### Gate-type map

(4 px per µm)
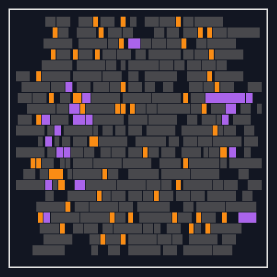
### Clock nets

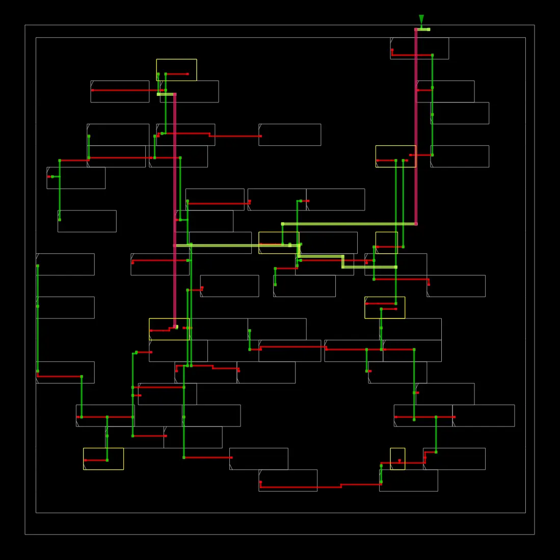
==> config.mk <==
export PLATFORM = sky130hd
export DESIGN_NAME = clb_array_cfg
export DESIGN_NICKNAME = d
export VERILOG_FILES = /design/src/rtl/clb_pkg.sv /design/src/rtl/clb_lut_cell.sv /design/src/rtl/clb_array_cfg.sv
export SDC_FILE = /design/constraint.sdc
export NUM_CORES = 1
export LEC_CHECK = 0
export CORE_UTILIZATION = 59
export CTS_BUF_LIST = sky130_fd_sc_hd__clkbuf_2 sky130_fd_sc_hd__clkbuf_4 sky130_fd_sc_hd__clkbuf_8
export DETAILED_ROUTE_END_ITERATION = 10
export MAX_ROUTING_LAYER = met4
export PLACE_DENSITY = 0.85
export SLEW_MARGIN = 5
export SYNTH_ARGS = -nofsm -noshare
export SYNTH_HDL_FRONTEND = slang
export SYNTH_SLANG_ARGS = --single-unit
==> constraint.sdc <==
create_clock -name K -period 1.9 [get_ports K]
set_input_delay 0.285 -clock K [delete_from_list [all_inputs] [get_ports K]]
set_output_delay 0.285 -clock K [all_outputs]
set_load 0.01 [all_outputs]
==> run_results.csv <==
group,metric,value,unit
sta,hold_ws,0.403,ns
placed_design,io_buffers,18,
routing,wl_met3,256,µm
clock_tree,cts_buffers,5,
synthesis,synth.distinct_cells,35,
synthesis,synthesis.area,2280,µm²
synthesis,yosysTopAreaCell,"dfxtp_1",
worst_setup_path,end_kind,"output pin",
die,die_y,64.1,µm
worst_setup_path,cp_num_buf_inv,1,
power,pwr-share-clk,34.4,%
power,power_frac_comb,8.3,%
synthesis,syn_nets,237,
sta,period_minus_slack,2.02,ns
sta,worst_slack,-0.118,ns
synthesis,avgSynthCellArea,10.4,µm²
placed_design,dpl_cell_area,2790,µm²
global_routing,antenna_found_initial,0,
sta,setup_viol,2,
status,violations,"negative setup slack",
synthesis,edf_count,0,
global_routing,grt_max_degree,31,
worst_setup_path,critical_path.top_delay_family,"multiplexers",
synthesis,ys_area,2280,µm²
final_layout,final_area,2910,µm²
synthesis,most_common_cell,"dfxtp_1",
sta,rsz0062_at_grt,"true",
global_routing,global_route.usage.met3,6.61,%
worst_setup_path,worst_path_max_delay_cell,"mux4_2",
synthesis,yosys_warnings,0,
status,status,"complete, but fails checks",
worst_setup_path,worst-r2r-setup-slack,0.06,ns
global_routing,met2_usage,50.1,%
power,switching_share,23.1,%
clock_tree,cts_tree,"yes",
die,initCoreUtil,61.8,%
routing,dr.pass1.iters,4,
routing,drc_errors,0,
routing,wl_met2,2.81,mm
worst_setup_path,timing.critical_path.arrival,1.73,ns
final_layout,largest_register_ff_count,40,
placed_design,place_congestion,0.796,
power,p_seq_share,57.4,%
worst_setup_path,path_cells,"mux4_2 -> mux2i_2 -> mux2_4 -> o31ai_2 -> buf_2",
routing,wl,5.73,mm
worst_setup_path,crit_type,"register to output pin",
flow_run,max-cap-violations,0,
final_layout,utilization,79.0,%
clock_tree,cts_hold_buf,0,
-- 'Gate-type map' (at the start) --
| color | family | cells |
|---|---|---|
| purple | aoi and oai cells | 20 |
| orange | nor cells | 51 |
most common logic cell in the routed design: nor2_1
Post-Layout Cell Count: 325

-- 'Clock nets' (at the start) --
# clk buffers: 6
Latency at later pin: 0.30 ns

==> per-stage QoR <==
step                      cells  setup WS, ns  TNS, ns
after floorplan             220         0.283        0
after global placement      314        -0.663    -1.72
after detailed placement    314        -0.737    -2.03
after CTS                   325        -0.103   -0.136
final                       325        -0.118   -0.195
after global routing        325        -0.162   -0.310
==> repair_timing <==
item | in CTS | in global routing
resized | 32 | 6
pin swaps | 2 | 1
endpoints found under the setup margin | 4 | 4
buffers inserted | 4 | 1
==> power groups by stage <==
| stage | Sequential (mW) | Clock, mW | Combinational [mW] |
|---|---|---|---|
| floorplan | 1.08 | 0 | 0.0881 |
| global placement | 1.08 | 0 | 0.147 |
| detailed placement | 1.09 | 0 | 0.150 |
| CTS | 1.06 | 0.640 | 0.152 |
| global route | 1.06 | 0.697 | 0.162 |
| finish | 1.06 | 0.635 | 0.153 |
==> kinds of logic (layout without fill, tap and decap cells) <==
group | Yosys count | count (layout) | share of synthesized area [%]
muxes | 56 | 56 | 30.0
other | 1 | 1 | 0.165
and+or+nand+nor | 66 | 66 | 12.2
buffers and inverters | 18 | 75 | 3.62
AOI/OAI and AO/OA | 23 | 23 | 7.52
xor gates and xnor gates | 5 | 5 | 1.92
DFF | 50 | 50 | 43.9
adders and majority gates | 1 | 1 | 0.549
==> worst reg2reg max path: stages, from the launching register on <==
cell     delay, ns
dfxtp_1       0.35
mux4_2        0.48
mux2i_1       0.17
mux2i_1       0.12
buf_4         0.14
buf_4         0.12
buf_4         0.12
o221a_1       0.24
==> area by class of cell <==
cell class	count	area, µm²
Clock inverter	2	12.5
Inverter	4	15.0
Sequential cell	50	1010
Tap cell	48	60.1
Clock buffer	6	82.6
Multi-Input combinational cell	152	1200
Fill cell	235	776
Timing Repair Buffer	63	524
No activity file was given, so power comes from the tool's default toggle rates.
